## src/rtl/bootld_pkg.sv

```systemverilog
// Purpose: shared types and constants for the boot RAM byte-stream loader.
// Latency: n/a (declarations only).
// Backpressure: n/a.
package bootld_pkg;

    // Loader FSM states. WR and VFY are only reached when readback is built in.
    typedef enum logic [3:0] {
        IDLE, AH, AL, LH, LL, DL, DH, WR, VFY, CS, DONE, ERR
    } state_t;

    localparam logic [7:0] SYNC_DEF = 8'hA5;

    // Byte offsets of the frame fields; data pairs start at FRM_DATA, CSUM follows the last pair.
    localparam int FRM_SYNC   = 0;
    localparam int FRM_ADDR_H = 1;
    localparam int FRM_ADDR_L = 2;
    localparam int FRM_LEN_H  = 3;
    localparam int FRM_LEN_L  = 4;
    localparam int FRM_DATA   = 5;

    // Running 8-bit frame checksum.
    function automatic logic [7:0] csum_add(input logic [7:0] sum, input logic [7:0] b);
        return sum + b;
    endfunction

endpackage

```

## src/rtl/bootram_loader.sv

```systemverilog
// Purpose: parses SYNC/addr/len/data/csum byte frames and writes 16-bit words into the NEO430 boot RAM port B.
// Latency: write pulse one cycle after the high data byte is accepted; done/err one cycle after CSUM.
// Backpressure: s_ready high while parsing; low in DONE/ERR, while clear is high, and in the WR/VFY stall (readback builds).
//
// Ports: clk/reset (async, active high); s_data/s_valid/s_ready byte stream in;
//   mem_we/mem_addr/mem_wdata/mem_rdata RAM port B; cpu_hold, done, err status out; clear returns to IDLE.
// Build option: define BOOTLD_READBACK_EN to read each written word back and flag a mismatch as err.
module bootram_loader
    import bootld_pkg::*;
#(
    parameter int         ADDR = 11,
    parameter int         DATA = 16,        // must stay 16: words are assembled from two bytes
    parameter logic [7:0] SYNC = SYNC_DEF
) (
    input  logic            clk,
    input  logic            reset,
    input  logic [7:0]      s_data,
    input  logic            s_valid,
    output logic            s_ready,
    output logic            mem_we,
    output logic [ADDR-1:0] mem_addr,
    output logic [DATA-1:0] mem_wdata,
    input  logic [DATA-1:0] mem_rdata,
    output logic            cpu_hold,
    output logic            done,
    output logic            err,
    input  logic            clear
);

    state_t      state;
    state_t      state_nxt;
    logic [7:0]  addr_h;
    logic [7:0]  len_h;
    logic [7:0]  data_lo;
    logic [15:0] words_left;
    logic [7:0]  sum;
    logic [7:0]  sum_nxt;
    logic [15:0] addr_full;
    logic        accept;

    assign sum_nxt   = csum_add(sum, s_data);
    assign addr_full = {addr_h, s_data};
    assign accept    = s_valid & s_ready;

`ifdef BOOTLD_READBACK_EN
    logic rb_bad;
    // Read data in VFY belongs to the address presented during the WR pulse.
    assign rb_bad = (mem_rdata != mem_wdata);
`else
    logic unused_rdata;
    assign unused_rdata = ^mem_rdata;
`endif

    always_comb begin
        state_nxt = state;
        s_ready   = 1'b0;
        if (clear) begin
            // clear wins over a byte in the same cycle; that byte stays unconsumed
            state_nxt = IDLE;
        end else begin
            case (state)
                IDLE: begin
                    s_ready = 1'b1;
                    if (s_valid && s_data == SYNC) state_nxt = AH;
                end
                AH: begin
                    s_ready = 1'b1;
                    if (s_valid) state_nxt = AL;
                end
                AL: begin
                    s_ready = 1'b1;
                    if (s_valid) state_nxt = LH;
                end
                LH: begin
                    s_ready = 1'b1;
                    if (s_valid) state_nxt = LL;
                end
                LL: begin
                    s_ready = 1'b1;
                    if (s_valid) state_nxt = ({len_h, s_data} == 16'd0) ? CS : DL;
                end
                DL: begin
                    s_ready = 1'b1;
                    if (s_valid) state_nxt = DH;
                end
                DH: begin
                    s_ready = 1'b1;
`ifdef BOOTLD_READBACK_EN
                    if (s_valid) state_nxt = WR;
`else
                    // write pulse overlaps the next byte, so no stall here
                    if (s_valid) state_nxt = (words_left == 16'd1) ? CS : DL;
`endif
                end
`ifdef BOOTLD_READBACK_EN
                WR:  state_nxt = VFY;
                VFY: state_nxt = rb_bad ? ERR : ((words_left == 16'd0) ? CS : DL);
`endif
                CS: begin
                    s_ready = 1'b1;
                    if (s_valid) state_nxt = (sum_nxt == 8'd0) ? DONE : ERR;
                end
                DONE:    state_nxt = DONE;
                ERR:     state_nxt = ERR;
                default: state_nxt = IDLE;
            endcase
        end
    end

    always_ff @(posedge clk or posedge reset) begin
        if (reset) begin
            state      <= IDLE;
            addr_h     <= '0;
            len_h      <= '0;
            data_lo    <= '0;
            words_left <= '0;
            sum        <= '0;
            mem_we     <= 1'b0;
            mem_addr   <= '0;
            mem_wdata  <= '0;
            cpu_hold   <= 1'b1;
            done       <= 1'b0;
            err        <= 1'b0;
        end else begin
            state  <= state_nxt;
            mem_we <= 1'b0;
            // address advances on the edge that ends the write pulse
            if (mem_we) mem_addr <= mem_addr + 1'b1;
            if (clear) begin
                done <= 1'b0;
                err  <= 1'b0;
            end else if (accept) begin
                sum <= (state == IDLE) ? 8'd0 : sum_nxt;
                case (state)
                    IDLE: if (s_data == SYNC) cpu_hold <= 1'b1;
                    AH:   addr_h <= s_data;
                    AL:   mem_addr <= addr_full[ADDR-1:0];
                    LH:   len_h <= s_data;
                    LL:   words_left <= {len_h, s_data};
                    DL:   data_lo <= s_data;
                    DH: begin
                        mem_we     <= 1'b1;
                        mem_wdata  <= {s_data, data_lo};
                        words_left <= words_left - 16'd1;
                    end
                    CS: begin
                        if (sum_nxt == 8'd0) begin
                            done     <= 1'b1;
                            cpu_hold <= 1'b0;
                        end else begin
                            err <= 1'b1;
                        end
                    end
                    default: ;
                endcase
            end
`ifdef BOOTLD_READBACK_EN
            else if (state == VFY && rb_bad) begin
                err <= 1'b1;
            end
`endif
        end
    end

endmodule

```

## config.mk

```make
export PLATFORM = sky130hd
export DESIGN_NAME = bootram_loader
export DESIGN_NICKNAME = d
export VERILOG_FILES = /design/src/rtl/bootld_pkg.sv /design/src/rtl/bootram_loader.sv
export SDC_FILE = /design/constraint.sdc
export NUM_CORES = 1
export LEC_CHECK = 0
export CAP_MARGIN = 20
export CORE_UTILIZATION = 55
export DETAILED_ROUTE_END_ITERATION = 10
export PLACE_DENSITY = 0.8
export SLEW_MARGIN = 15
export SYNTH_ARGS = -nofsm -noshare
export SYNTH_HDL_FRONTEND = slang
export SYNTH_SLANG_ARGS = --single-unit
```

## constraint.sdc

```tcl
create_clock -name clk -period 3.6 [get_ports clk]
set_clock_uncertainty 0.2 [all_clocks]
set_input_delay 0.36 -clock clk [delete_from_list [all_inputs] [get_ports clk]]
set_output_delay 0.36 -clock clk [all_outputs]
set_load 0.1 [all_outputs]
```

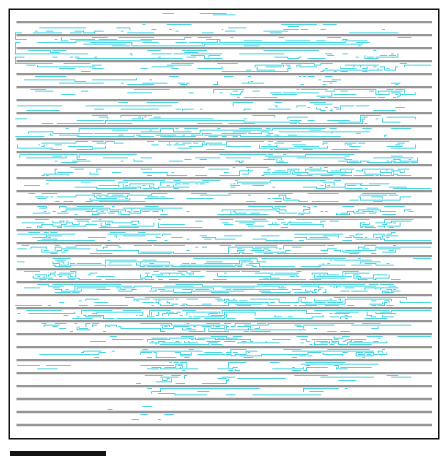
Figure 1: run 1, metal 1.
Bar = 20 um. Supply wires on this layer in gray.
main direction: horizontal
wire length on this layer: 4660 um
share of all routed wire: 44%

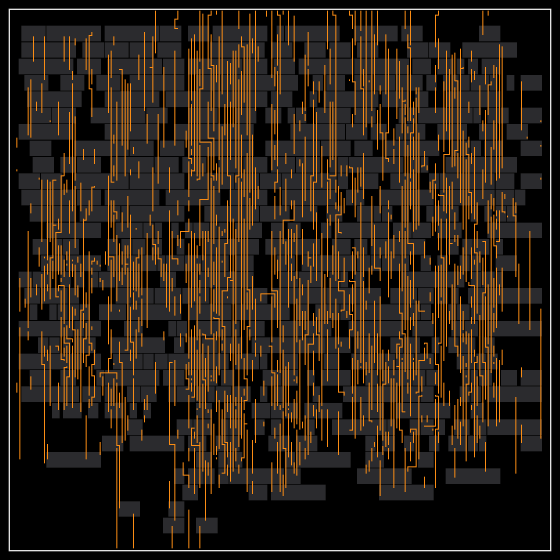
Figure 2: run 1, met2 routing.
Cells faint in the background.
share of all routed wire: 49%
main direction: vertical
nets with wire on the layer: 430
longest straight run: 41.8 um
wire length on this layer: 5110 um

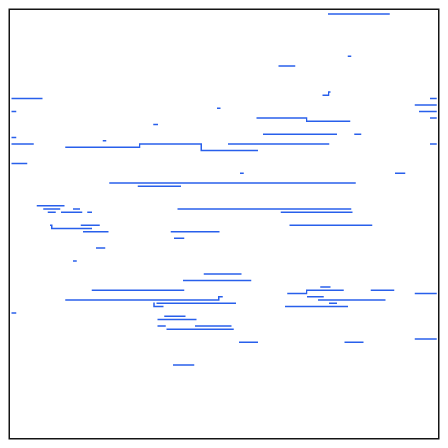
Figure 3: run 1, metal 3.
main direction: horizontal
wire length on this layer: 520 um
nets with wire on the layer: 47
longest straight run: 51.3 um
share of all routed wire: 5.0%

==> run 1: area by class of cell <==
class,count,share of cell area (%)
clock buffer,9,2.47
tap,99,2.47
timing repair buffer,56,10.7
inverter,9,0.674
clock inverter,7,1.47
sequential,78,39.0
multi-input combinational,316,43.2
==> run 1: flip-flops by register name (all words and copies together), names as in the netlist <==
register and flops:
err 1, mem_wdata 16, sum 8, mem_addr 11, addr_h 3, done 1, words_left 16, len_h 8
mem_we 1, cpu_hold 1, state 4, data_lo 8
==> run 1: cells in the final DEF (no fill, tap or decap), drive strengths merged, types with 3 or more instances in the layout <==
| master | instances |
|---|---|
| clkbuf | 9 |
| or4 | 3 |
| buf | 14 |
| nand2 | 30 |
| o21a | 3 |
| and4 | 3 |
| nand2b | 6 |
| o31ai | 3 |
| xnor2 | 7 |
| clkdlybuf4s50 | 42 |
| o22ai | 6 |
| xor2 | 5 |
| o21ai | 27 |
| nor2b | 5 |
| ha | 10 |
| nor2 | 40 |
| a2bb2oi | 4 |
| a22o | 4 |
| a21oi | 38 |
| nand3 | 11 |
| inv | 10 |
| nor3 | 8 |
| dfrtp | 77 |
| nand4 | 6 |
| or3 | 4 |
| clkinvlp | 4 |
| o211ai | 3 |
| mux2 | 35 |
| a211oi | 6 |
| or2 | 4 |
| nor4 | 7 |
==> run 1: logic make-up (layout without fill, tap and decap cells) <==
family,after synthesis,after routing,share of synthesized area (%)
DFF,78,78,46.3
xor gates and xnor gates,12,12,2.49
AOI/OAI and AO/OA,121,121,18.9
adders and majority gates,11,11,3.44
muxes,37,37,9.81
and+or+nand+nor,135,135,16.7
buffers and inverters,27,81,2.46
==> run 1: critical path: stages, from the launching register on <==
cell       delay (ns)
dfrtp_1          0.65
nand2b_2         0.24
a2111oi_4        0.56
nor2_2           0.25
nor3_4           0.49
mux2_2           0.40
==> run 1: report_power, final <==
part	internal, mW	total [mW]	switching [mW]
clock network	0.321	0.669	0.348
registers	1.06	1.25	0.186
logic	0.448	1.35	0.906
total	1.83	3.27	1.44
==> run 1: metal layers <==
layer	global-route usage (%)	up-vias	wire, um
li1	-	1673	-
met1	36.7	1736	4660
met2	43.9	107	5110
met3	7.31	23	520
met4	8.80	0	221
met5	0	-	0
==> run 1: final timing paths <==
check | startpoint | to | slack [ns] | cells past startpoint
setup / recovery | state[0] | data_lo[2] | 0.69 | 5
hold / removal | reset | words_left[6] | 0.23 | 2
setup reg to reg | state[0] | data_lo[2] | 0.69 | 5
hold reg to reg | sum[4] | sum[4] | 0.29 | 2
max in group asynchronous | reset | cpu_hold | 2.22 | 3
min in group clk | sum[4] | sum[4] | 0.29 | 2
==> results.sh, run 1 <==
# flow metrics
export IMPL_postSynthAreaPerCell_um2=10.0
export IMPL_antenna_found_initial=0
export IMPL_fin_util_pct=68.3
export IMPL_crit_type="flop to flop"
export IMPL_cts_made_buffers=9
export IMPL_p_per_area_mw_per_mm2=653
export IMPL_period_minus_slack_ns=2.91
export IMPL_edf_count=0
export IMPL_cp_max_fo=16
export IMPL_syn_area_mm2=0.00422
export IMPL_grt_pass1_wl_mm=16.2
export IMPL_grt_max_degree=51
export IMPL_start_kind="flop"
export IMPL_synthTopCellsByCount="dfrtp_1 (77), nor2_1 (39), a21oi_1 (38)"
export IMPL_syn_num_nets=460
export IMPL_yosys_cell_count_top_type="dfrtp_1"
export IMPL_cts_buffer_depth=2
export IMPL_worstSkewPairLatency_ns=0.36
export IMPL_arrival_ns=2.95
export IMPL_yosys_area_top_type="dfrtp_1"
export IMPL_logic_area_mm2=0.00216
export IMPL_synth_chip_area_mm2=0.00422
export IMPL_netlist_instances=421
export IMPL_ios=60
export IMPL_cts_tree="done"
export IMPL_ys_ff=78
export IMPL_warnings=43
export IMPL_vias_per_cell=6.17
export IMPL_cts_resized=0
export IMPL_nFillCells=535
export IMPL_fin_setup_tns_ns=0
export IMPL_ys_warn_count=0
export IMPL_yosysUniqueCellTypes=66
export IMPL_rows=31
export IMPL_seqCellArea_mm2=0.00195
export IMPL_setup_violations=0
export IMPL_ys_seq_share_pct=46.3
export IMPL_synth_top_area_share_pct=45.7
export IMPL_flop_cell="dfrtp_1"
export IMPL_setup_slack_ns=0.689
export IMPL_die_area_mm2=0.00803
export IMPL_die_w_um=89.6
export IMPL_nets=509
export IMPL_coreArea_mm2=0.00733
export IMPL_root_buffer="clkbuf_8"
export IMPL_yosys_cells=421
export IMPL_cts_setup_buffers=0
export IMPL_postSynth_asyncResetShare_pct=100
export IMPL_grt_pass1_vias=3288
export IMPL_chipHeight_um=89.6
export IMPL_dp_hpwl_mm=7.06
export IMPL_clock_sinks=78
export IMPL_place_inst=558
export IMPL_ir_worst_vdd_v=0.000385
export IMPL_rsz0062_at_grt="no"
export IMPL_grt_ovfl_total=0
export IMPL_holdCritPathClass="primary input to asynchronous set/reset pin"
export IMPL_tightest_slew_ns=1.01
export IMPL_outcome="finished, final reports clean"
export IMPL_fin_crit_sh_pct=80.9
export IMPL_gr_usage_all_layers_pct=27.5
export IMPL_ys_top_cells_by_area="dfrtp_1 (46%), mux2_2 (8.5%), a21oi_1 (4.5%)"
export IMPL_gp_congestion=0.864
export IMPL_final_hold_viol_count=0
export IMPL_vias=3539
export IMPL_critPathCaptureType="flop"
export IMPL_drt_first_pass_iters=5
export IMPL_fin_area_mm2=0.00501
export IMPL_drv_cap=0
export IMPL_drt_initial_drc_count=363
export IMPL_num_antenna_cells=0
export IMPL_dp_slack_ns=0.598
export IMPL_cts_reportedPaths_clkPinSlew_ns=0.09
export IMPL_fmax_mhz=344
export IMPL_placement_io_buffers=43
export IMPL_slew_viol_final=0
export IMPL_wire_per_inst_um=18.3
export IMPL_p_total_mw=3.27
export IMPL_h_tree_depth=3
export IMPL_worstPathRequired_ns=3.64
export IMPL_drtAntennaViolNets=0
export IMPL_drive_above_1_share_pct=16.2
export IMPL_stdcell_count=574
export IMPL_hold_ws_ns=0.226
export IMPL_dpl_cell_area_mm2=0.00481
export IMPL_drc=0
export IMPL_p_leak_nw=2.12
export IMPL_area_growth_pct=18.7
export IMPL_slew_headroom_pct=32.7
export IMPL_initCoreUtil_pct=57.6
export IMPL_wl_mm=10.5
export IMPL_hold_buffers=0
Figure 4. Met4 routing (run 1).
Supply wires on this layer in gray.
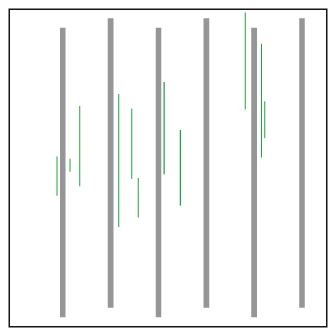

==> run 2: changes to the inputs <==
==> constraint.sdc (replaced) <==
create_clock -name clk -period 2.9 [get_ports clk]
set_clock_uncertainty 0.2 [all_clocks]
set_input_delay 0.29 -clock clk [delete_from_list [all_inputs] [get_ports clk]]
set_output_delay 0.29 -clock clk [all_outputs]
set_load 0.1 [all_outputs]
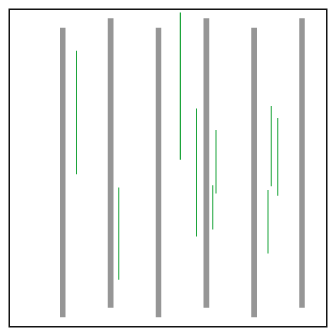
Figure 5: run 2, met4 routing.
Supply wires on this layer in gray.
nets with wire on the layer: 7
share of all routed wire: 2.2%

==> run 2 against run 1 <==
Clock power up 24%. Die area stayed put. Non-clock buffer count grew 11. Worst setup slack got worse by 0.47 ns. Critical path depth increased by 3. Sequential share of layout area fell by 0.13 points.
==> results.sh, run 2 <==
# flow metrics
export IMPL_outcome="finished, final reports clean"
export IMPL_grt_max_degree=79
export IMPL_cp_cell_sequence="clkdlybuf4s50_1 -> ha_1 -> fa_1 -> a211oi_1 -> or2_2 -> o311ai_0 -> nor2b_1 -> a22o_1"
export IMPL_h_tree_depth=3
export IMPL_period_minus_slack_ns=2.69
export IMPL_crit_path_max_incr_delay_ns=0.70
export IMPL_ys_seq_share_pct=46.3
export IMPL_ys_warn_count=0
export IMPL_start_kind="primary input"
export IMPL_rows=31
export IMPL_crit_family="AND-OR/OR-AND gates"
export IMPL_cts_reportedPaths_clkPinSlew_ns=0.08
export IMPL_yosys_area_share_simple_pct=16.7
export IMPL_cp_max_fo=4
export IMPL_drv_cap=0
export IMPL_cp_buffers_inverters=1
export IMPL_wl_mm=10.6
export IMPL_clock_sinks=78
export IMPL_ys_ff=78
export IMPL_ys_sh_adder_pct=3.44
export IMPL_slew_viol_final=0
export IMPL_reg_top3="mem_wdata x16, words_left x16, mem_addr x11"
export IMPL_placement_io_buffers=43
export IMPL_worstSkewPairLatency_ns=0.35
export IMPL_dp_slack_ns=-0.153
export IMPL_grt_pass1_vias=3298
export IMPL_num_antenna_cells=0
export IMPL_cts_resized=0
export IMPL_ios=60
export IMPL_area_growth_pct=19.1
export IMPL_yosysUniqueCellTypes=66
export IMPL_yosys_area_top_type="dfrtp_1"
export IMPL_drc=0
export IMPL_aoi_share_pct=18.9
export IMPL_cpMaxStageDelayCell="o311ai_0"
export IMPL_drt_first_pass_iters=5
export IMPL_coreArea_mm2=0.00733
export IMPL_arrival_ns=2.74
export IMPL_nFillCells=531
export IMPL_critPathCaptureType="flop"
export IMPL_final_hold_viol_count=0
export IMPL_lay_top_count="dfrtp_1"
export IMPL_initCoreUtil_pct=57.6
export IMPL_drive_above_1_share_pct=24.2
export IMPL_hold_buffers=0
export IMPL_synth_chip_area_mm2=0.00422
export IMPL_place_inst=569
export IMPL_yosys_cell_count_top_type="dfrtp_1"
export IMPL_yosys_cells=421
export IMPL_flop_cell="dfrtp_1"
export IMPL_synth_top_area_share_pct=45.7
export IMPL_postSynthAreaPerCell_um2=10.0
export IMPL_p_per_area_mw_per_mm2=807
export IMPL_chipHeight_um=89.6
export IMPL_die_w_um=89.6
export IMPL_ys_sh_mux_pct=9.81
export IMPL_synthTopCellsByCount="dfrtp_1 (77), nor2_1 (39), a21oi_1 (38)"
export IMPL_lay_top_cells="dfrtp_1 (77), buf_4 (54), nor2_1 (39)"
export IMPL_rsz0062_at_grt="no"
export IMPL_crit_type="primary input to flop"
export IMPL_drt_initial_drc_count=303
export IMPL_cts_tree="done"
export IMPL_ir_worst_vdd_v=0.000459
export IMPL_fmax_mhz=372
export IMPL_wire_per_inst_um=18.1
export IMPL_root_buffer="clkbuf_8"
export IMPL_antenna_found_initial=0
export IMPL_worstPathRequired_ns=2.95
export IMPL_edf_count=0
export IMPL_gp_congestion=0.871
export IMPL_p_leak_nw=2.23
export IMPL_synth_logic_top_family="AND-OR/OR-AND gates"
export IMPL_cts_buffer_depth=2
export IMPL_postSynth_asyncResetShare_pct=100
export IMPL_setup_slack_ns=0.215
export IMPL_tightest_slew_ns=0.821
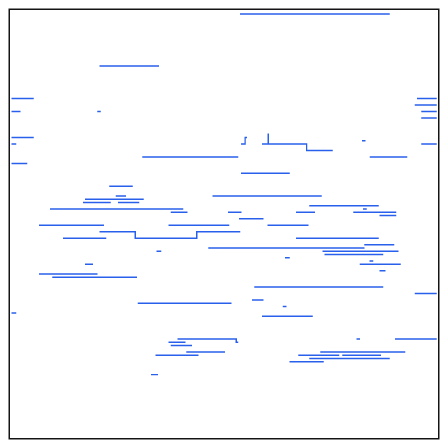
Figure 6: run 2, metal 3.
share of all routed wire: 5.9%
longest straight run: 32.4 um
nets with wire on the layer: 49
Vias: 3608
met3 GRT Util: 4.94%

==> run 2: layer usage <==
metal  global-route usage (%)  wire length [um]  vias to the layer above
li1                         -                 -                     1682
met1                     38.5              4620                     1784
met2                     43.5              5090                      120
met3                     4.94               617                       22
met4                     10.1               229                        0
met5                        0                 0                        -
==> run 2: logic make-up after synthesis <==
kind of cell,after synthesis
compound gates,121
flops,78
fa+ha+maj,11
buf+inv,27
mux,37
xor+xnor,12
simple gates,135
==> run 2: power breakdown <==
part	total [mW]	leakage (nW)	internal, mW	switching (mW)
Sequential	1.55	1.01	1.32	0.229
Combinational	1.68	1.13	0.542	1.14
Clock	0.830	0.0935	0.435	0.395
Total	4.06	2.23	2.30	1.76
==> run 2: through the flow <==
step                hold slack, ns  util [%]  instance area (um2)  TNS, ns  total power, mW
floorplan                    0.222         -                 4220        0             2.80
global placement             0.262      65.9                 4830   -0.170             3.17
detailed placement           0.279      65.9                 4830   -0.456             3.22
CTS                          0.175      68.6                 5030        0             4.06
global route                 0.216      68.6                 5030        0             4.26
finish                       0.152      68.6                 5030        0             4.06
==> run 2: worst reg2reg max path, cell delays in order (launching register included) <==
cell       delay, ns
dfrtp_1         0.42
inv_1           0.11
ha_1            0.26
or4b_2          0.65
nor4_1          0.28
buf_4           0.18
nand3b_1        0.11
a21oi_1         0.16
a2bb2oi_1       0.16
==> run 2: cell type report <==
class	count	area [um2]	share of cell area [%]
Clock buffer	11	151	3.01
Clock inverter	3	45.0	0.896
Inverter	9	33.8	0.672
Multi-Input combinational cell	316	2160	43.0
Sequential cell	78	1950	38.9
Tap cell	99	124	2.46
Timing Repair Buffer	67	556	11.1
==> run 2: path summary, 6_finish.rpt <==
check	startpoint	endpoint	depth (start not counted)
worst max-delay path	s_data[0]	done	8
worst min-delay path	reset	mem_addr[4]	3
worst max register to register	words_left[0]	words_left[14]	8
worst min register to register	sum[0]	sum[0]	2
max in group asynchronous	reset	cpu_hold	3
min in group clk	sum[0]	sum[0]	2
Power figures rest on the tool's default switching activity, not on a simulated workload.
